[config.mk]
export PLATFORM = sky130hd
export DESIGN_NAME = multicycle_control_flat
export DESIGN_NICKNAME = d
export VERILOG_FILES = /design/src/rtl/multicycle_control_if.sv /design/src/rtl/multicycle_control.sv /design/src/flat_wrapper.sv
export SDC_FILE = /design/constraint.sdc
export NUM_CORES = 1
export LEC_CHECK = 0
export CAP_MARGIN = 30
export CORE_AREA = 2 2 67 69
export DETAILED_ROUTE_END_ITERATION = 7
export DIE_AREA = 0 0 69 71
export PLACE_DENSITY = 0.64
export SLEW_MARGIN = 20
export SYNTH_ARGS = -nofsm -noshare
export SYNTH_HDL_FRONTEND = slang
export SYNTH_SLANG_ARGS = --single-unit
[constraint.sdc]
create_clock -name Clock -period 3.66 [get_ports Clock]
set_clock_uncertainty 0.05 [all_clocks]
set_input_delay 0.732 -clock Clock [delete_from_list [all_inputs] [get_ports Clock]]
set_output_delay 0.732 -clock Clock [all_outputs]
set_load 0.02 [all_outputs]
[src/rtl/multicycle_control_if.sv]
// Shared instruction/data memory port between the multi-cycle control unit and memory.
interface multicycle_control_if;
    logic MemReq;
    logic MemWrite;
    logic IorD;
    logic MemReady;

    modport master (output MemReq, output MemWrite, output IorD, input MemReady);
    modport slave  (input MemReq, input MemWrite, input IorD, output MemReady);
endinterface

[src/rtl/multicycle_control.sv]
// Multi-cycle sequencer for the 16-bit 4-register CPU: FETCH/DECODE/EXECUTE/MEM/WRITEBACK/HALT,
// with memory wait timeout, sticky illegal/bus-error flags and a retired-instruction counter.
//
//   state      | meaning
//   FETCH      | request instruction at PC, load IR and PC+2 on MemReady
//   DECODE     | latch opcode, trap HALT and undefined opcodes
//   EXECUTE    | ALU operation, branch/jump PC update
//   MEM        | data access for LW/SW at ALU result
//   WRITEBACK  | register-file write
//   HALT       | idle until reset
module multicycle_control #(
    parameter logic [3:0] WAIT_MAX = 4'd15
) (
    input  logic                 Clock,
    input  logic                 Reset_n,
    input  logic [3:0]           Opcode,
    input  logic                 Zero,
    multicycle_control_if.master mem,
    output logic                 IRWrite,
    output logic                 PCWrite,
    output logic [1:0]           PCSrc,
    output logic                 RegWrite,
    output logic                 RegDst,
    output logic                 MemToReg,
    output logic                 ALUSrcB,
    output logic [1:0]           ALUOp,
    output logic [2:0]           State,
    output logic                 Halted,
    output logic                 Illegal,
    output logic                 BusErr,
    output logic [15:0]          RetireCount
);
    typedef enum logic [2:0] {
        S_FETCH     = 3'd0,
        S_DECODE    = 3'd1,
        S_EXECUTE   = 3'd2,
        S_MEM       = 3'd3,
        S_WRITEBACK = 3'd4,
        S_HALT      = 3'd5
    } state_t;

    localparam logic [3:0] OP_ADDI = 4'd4;
    localparam logic [3:0] OP_LW   = 4'd5;
    localparam logic [3:0] OP_SW   = 4'd6;
    localparam logic [3:0] OP_BEQ  = 4'd7;
    localparam logic [3:0] OP_JMP  = 4'd8;
    localparam logic [3:0] OP_HALT = 4'd15;

    state_t      state, state_nxt;
    logic [3:0]  op_q;
    logic [3:0]  wait_cnt, wait_nxt;
    logic        illegal_q, buserr_q;
    logic [15:0] retire_cnt;
    logic        retire, set_illegal, set_buserr, timeout;
    logic        mem_req, mem_write, iord;

    assign timeout = !mem.MemReady && (wait_cnt == WAIT_MAX);

    always_comb begin
        state_nxt   = state;
        retire      = 1'b0;
        set_illegal = 1'b0;
        set_buserr  = 1'b0;
        mem_req     = 1'b0;
        mem_write   = 1'b0;
        iord        = 1'b0;
        IRWrite     = 1'b0;
        PCWrite     = 1'b0;
        PCSrc       = 2'b00;
        RegWrite    = 1'b0;
        RegDst      = 1'b0;
        MemToReg    = 1'b0;
        ALUSrcB     = 1'b0;
        ALUOp       = 2'b00;
        case (state)
            S_FETCH: begin
                mem_req = 1'b1;
                if (mem.MemReady) begin
                    IRWrite   = 1'b1;
                    PCWrite   = 1'b1;
                    state_nxt = S_DECODE;
                end else if (timeout) begin
                    set_buserr = 1'b1;
                    state_nxt  = S_HALT;
                end
            end
            S_DECODE: begin
                if (Opcode == OP_HALT) begin
                    retire    = 1'b1;
                    state_nxt = S_HALT;
                end else if (Opcode > OP_JMP) begin
                    set_illegal = 1'b1;
                    retire      = 1'b1;
                    state_nxt   = S_FETCH;
                end else begin
                    state_nxt = S_EXECUTE;
                end
            end
            S_EXECUTE: begin
                state_nxt = S_FETCH;
                if (op_q < OP_ADDI) begin
                    ALUOp     = op_q[1:0];
                    state_nxt = S_WRITEBACK;
                end else if (op_q == OP_ADDI) begin
                    ALUSrcB   = 1'b1;
                    state_nxt = S_WRITEBACK;
                end else if (op_q == OP_LW || op_q == OP_SW) begin
                    ALUSrcB   = 1'b1;
                    state_nxt = S_MEM;
                end else if (op_q == OP_BEQ) begin
                    ALUOp   = 2'b01;
                    PCSrc   = 2'b01;
                    PCWrite = Zero;
                    retire  = 1'b1;
                end else if (op_q == OP_JMP) begin
                    PCSrc   = 2'b10;
                    PCWrite = 1'b1;
                    retire  = 1'b1;
                end
            end
            S_MEM: begin
                mem_req   = 1'b1;
                iord      = 1'b1;
                mem_write = (op_q == OP_SW);
                if (mem.MemReady) begin
                    if (op_q == OP_SW) begin
                        retire    = 1'b1;
                        state_nxt = S_FETCH;
                    end else begin
                        state_nxt = S_WRITEBACK;
                    end
                end else if (timeout) begin
                    set_buserr = 1'b1;
                    state_nxt  = S_HALT;
                end
            end
            S_WRITEBACK: begin
                RegWrite  = 1'b1;
                RegDst    = (op_q < OP_ADDI);
                MemToReg  = (op_q == OP_LW);
                retire    = 1'b1;
                state_nxt = S_FETCH;
            end
            S_HALT: state_nxt = S_HALT;
            default: state_nxt = S_FETCH;
        endcase
        // State sits at FETCH during reset; keep the bus and strobes quiet until release.
        if (!Reset_n) begin
            mem_req   = 1'b0;
            mem_write = 1'b0;
            iord      = 1'b0;
            IRWrite   = 1'b0;
            PCWrite   = 1'b0;
            PCSrc     = 2'b00;
            RegWrite  = 1'b0;
            RegDst    = 1'b0;
            MemToReg  = 1'b0;
            ALUSrcB   = 1'b0;
            ALUOp     = 2'b00;
        end
    end

    always_comb begin
        wait_nxt = 4'd0;
        if (state_nxt == state && !mem.MemReady && (state == S_FETCH || state == S_MEM))
            wait_nxt = wait_cnt + 4'd1;
    end

    always_ff @(posedge Clock or negedge Reset_n) begin
        if (!Reset_n) begin
            state      <= S_FETCH;
            op_q       <= 4'd0;
            wait_cnt   <= 4'd0;
            illegal_q  <= 1'b0;
            buserr_q   <= 1'b0;
            retire_cnt <= 16'd0;
        end else begin
            state    <= state_nxt;
            wait_cnt <= wait_nxt;
            if (state == S_DECODE) op_q <= Opcode;
            if (set_illegal) illegal_q <= 1'b1;
            if (set_buserr) buserr_q <= 1'b1;
            if (retire) retire_cnt <= retire_cnt + 16'd1;
        end
    end

    assign mem.MemReq   = mem_req;
    assign mem.MemWrite = mem_write;
    assign mem.IorD     = iord;
    assign State        = state;
    assign Halted       = (state == S_HALT);
    assign Illegal      = illegal_q;
    assign BusErr       = buserr_q;
    assign RetireCount  = retire_cnt;
endmodule

[src/flat_wrapper.sv]
// flat-port wrapper written by rule: the top's interface ports become plain ports
module multicycle_control_flat 
#(
    parameter logic [3:0] WAIT_MAX = 4'd15
)
  (Clock, Reset_n, Opcode, Zero, IRWrite, PCWrite, PCSrc, RegWrite, RegDst, MemToReg, ALUSrcB, ALUOp, State, Halted, Illegal, BusErr, RetireCount, mem_MemReq, mem_MemWrite, mem_IorD, mem_MemReady);
  multicycle_control_if mem_i ();
  input  logic Clock;
  input  logic Reset_n;
  input  logic [3:0] Opcode;
  input  logic Zero;
  output logic IRWrite;
  output logic PCWrite;
  output logic [1:0] PCSrc;
  output logic RegWrite;
  output logic RegDst;
  output logic MemToReg;
  output logic ALUSrcB;
  output logic [1:0] ALUOp;
  output logic [2:0] State;
  output logic Halted;
  output logic Illegal;
  output logic BusErr;
  output logic [15:0] RetireCount;
  output wire logic [$bits(mem_i.MemReq)-1:0] mem_MemReq;
  output wire logic [$bits(mem_i.MemWrite)-1:0] mem_MemWrite;
  output wire logic [$bits(mem_i.IorD)-1:0] mem_IorD;
  input wire logic [$bits(mem_i.MemReady)-1:0] mem_MemReady;
  assign mem_MemReq = mem_i.MemReq;
  assign mem_MemWrite = mem_i.MemWrite;
  assign mem_IorD = mem_i.IorD;
  assign mem_i.MemReady = mem_MemReady;
  multicycle_control #(.WAIT_MAX(WAIT_MAX)) u_core (.Clock(Clock), .Reset_n(Reset_n), .Opcode(Opcode), .Zero(Zero), .mem(mem_i), .IRWrite(IRWrite), .PCWrite(PCWrite), .PCSrc(PCSrc), .RegWrite(RegWrite), .RegDst(RegDst), .MemToReg(MemToReg), .ALUSrcB(ALUSrcB), .ALUOp(ALUOp), .State(State), .Halted(Halted), .Illegal(Illegal), .BusErr(BusErr), .RetireCount(RetireCount));
endmodule
==> results_dict.tcl <==
# metrics dict for downstream scripts
set metrics [dict create \
    p_leak_uw 0.000864 \
    drive_above_1_share 0.0833 \
    most_area_hungry_cell_class_in_the_final_design "logic gates" \
    nonClockBufferCount 44 \
    antenna_found_initial 0 \
    flip_flop_cell_with_the_highest_count_after_synthesis "dfrtp_1" \
    run_status "complete, no violations" \
    clock_area_frac 0.0380 \
    inverters_excl_clock 6 \
    wire_length_per_cell_um 14.1 \
    leading_cell_types_by_total_area_after_synthesis "dfrtp_1 47%, xnor2_1 8.5%, nand3_1 3.9%" \
    synth_top_area_share 0.467 \
    cts_max_path_buffers 2 \
    yosys_warnings 0 \
    layout.clock_buffers 8 \
    dpl-instance-area_um2 2020 \
    path_cells "clkdlybuf4s50_1 > buf_4 > nand3_1 > nor4_1 > clkdlybuf4s50_1" \
    final-instance-count-excl-fill 256 \
    most_common_cell "dfrtp_1" \
    mean_instance_size_in_the_synthesized_netlist_um2 9.96 \
    hold_class "flop to flop" \
    worst_path_most_repeated_cell "clkdlybuf4s50_1" \
    max_clock_freq_mhz 291 \
    design.die.area_um2 4900 \
    cts_buffers 5 \
    total_power_uw 1430 \
    synthesis.area_um2 1550 \
    hpwlAfterDp_um 2650 \
    worst_pin_slew_ns 0.516 \
    area.sequential_um2 726 \
    number_of_synthesized_flops_with_an_enable_pin 0 \
    sinks_on_clock_net 29 \
    grt_pass1_wl_um 6330 \
    detailedRoute.firstPassIterationCount 4 \
    openroad.warnings 26 \
]
-- layer usage --
layer / GRT usage / wire (µm) / vias up
met4: 0.0566 / 46 / 0
li1: - / - / 648
met2: 0.255 / 1680 / 49
met3: 0.0456 / 232 / 7
met1: 0.203 / 1640 / 645
met5: 0 / 0 / -
-- report_power, final --
| group | internal [µW] | switching, µW | leakage, µW | total [µW] |
|---|---|---|---|---|
| Combinational | 292 | 347 | 0.000447 | 639 |
| Clock | 135 | 111 | 0.0000395 | 246 |
| Sequential | 402 | 141 | 0.000378 | 543 |
| Total | 828 | 599 | 0.000864 | 1430 |
-- state kept, by name, indices dropped and copies added, names as in the netlist --
register	flops
u_core.Illegal	1
u_core.RetireCount	16
u_core.BusErr	1
u_core.State	3
u_core.wait_cnt	4
u_core.op_q	4
-- cell usage in the layout, fill, tap and decap left out, types with 2 or more instances in the layout --
master           instances
nor4_1                   2
and3_1                   6
nand2b_1                 3
clkbuf_8                 5
nor2_1                  10
clkdlybuf4s50_1         42
and3b_1                  2
or2_2                    2
nand2_1                 16
nand4_1                  9
a31o_2                   2
nor3_1                   6
and2_1                   3
buf_4                    2
o21ai_0                  4
clkbuf_1                 3
dfrtp_1                 29
ha_1                     2
xor2_1                   3
nor2b_1                  2
nand3_1                 12
a21oi_1                  2
xnor2_1                 15
mux2_2                   2
inv_1                    6
-- how the worst max path moves through the flow --
stage / from / to / slack [ns] / cells past startpoint
after floorplan: u_core.State[2] / ALUOp[0] / 0.68 / 4
after global placement: Reset_n / MemToReg / 0.26 / 5
after detailed placement: Reset_n / PCWrite / 0.22 / 5
after CTS: Reset_n / MemToReg / 0.23 / 5
after global routing: Reset_n / MemToReg / 0.10 / 5
final: Reset_n / MemToReg / 0.23 / 5
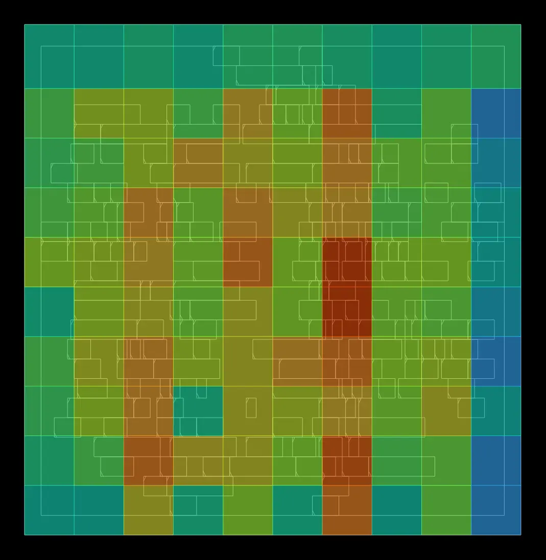
Figure 1: routing congestion map.
final standard cell utilization of the core: 0.501
met1 track utilization from global routing: 0.203

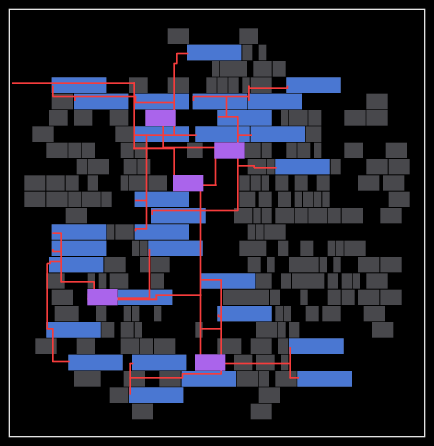
Figure 2: clock distribution.
Scale: 6 px per µm.
Key: purple = cells driving clock nets [count 5]; blue = flip-flops [count 29]; red = clock wires [length 379 µm]
There are 6 routed clock nets.
Clock power frac: 0.172
Power Clock: 246 µW
clock latency on the worst-skew pair: 0.27 ns

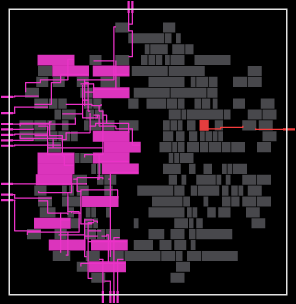
Figure 3: I/O nets highlighted.
Scale: 4 px per µm.
Key: magenta = RetireCount [bits 16, direction output, end cells 16, buffers 16, wire 665 µm]; red = mem_IorD [bits 1, direction output, end cells 1, buffers 1, wire 16.7 µm]
Boundary Pins: 43
number of I/O port buffers: 42

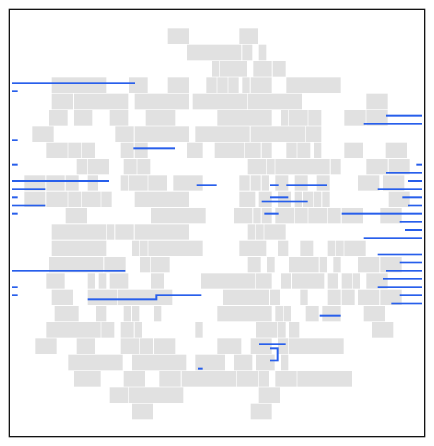
Figure 4: the metal 3 layer.
Scale: 6 px per µm.
The layer holds 6.5% of the routed length. The longest straight run is 20.2 µm. The layer carries 233 µm of wire. 38 nets have wire on it. The wires run mostly horizontal.
global-route track usage on met3: 0.0456
Via Count: 1349
Total Wirelength: 3600 µm

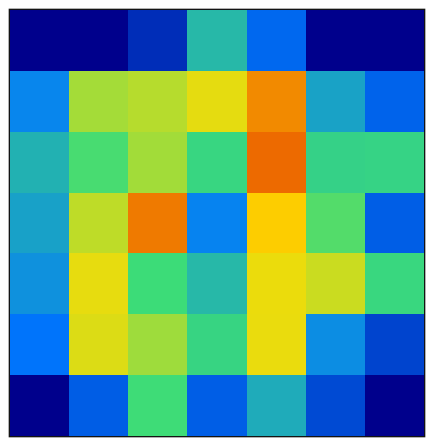
Figure 5: placement density heat map.
Scale: 6 px per µm. The die is cut into 7 by 7 equal tiles; dark blue is low, red is high, 0 to 100% covered.
The densest ninth of the die: centre. The mean over all tiles is 42%. 8.2% of the tiles are over 75% full. 12% of the tiles are nearly empty. The fullest tile reaches 88%.
core region area: 4200 µm²
starting utilization of the core area: 0.370

No activity file was given, so power comes from the tool's default toggle rates.
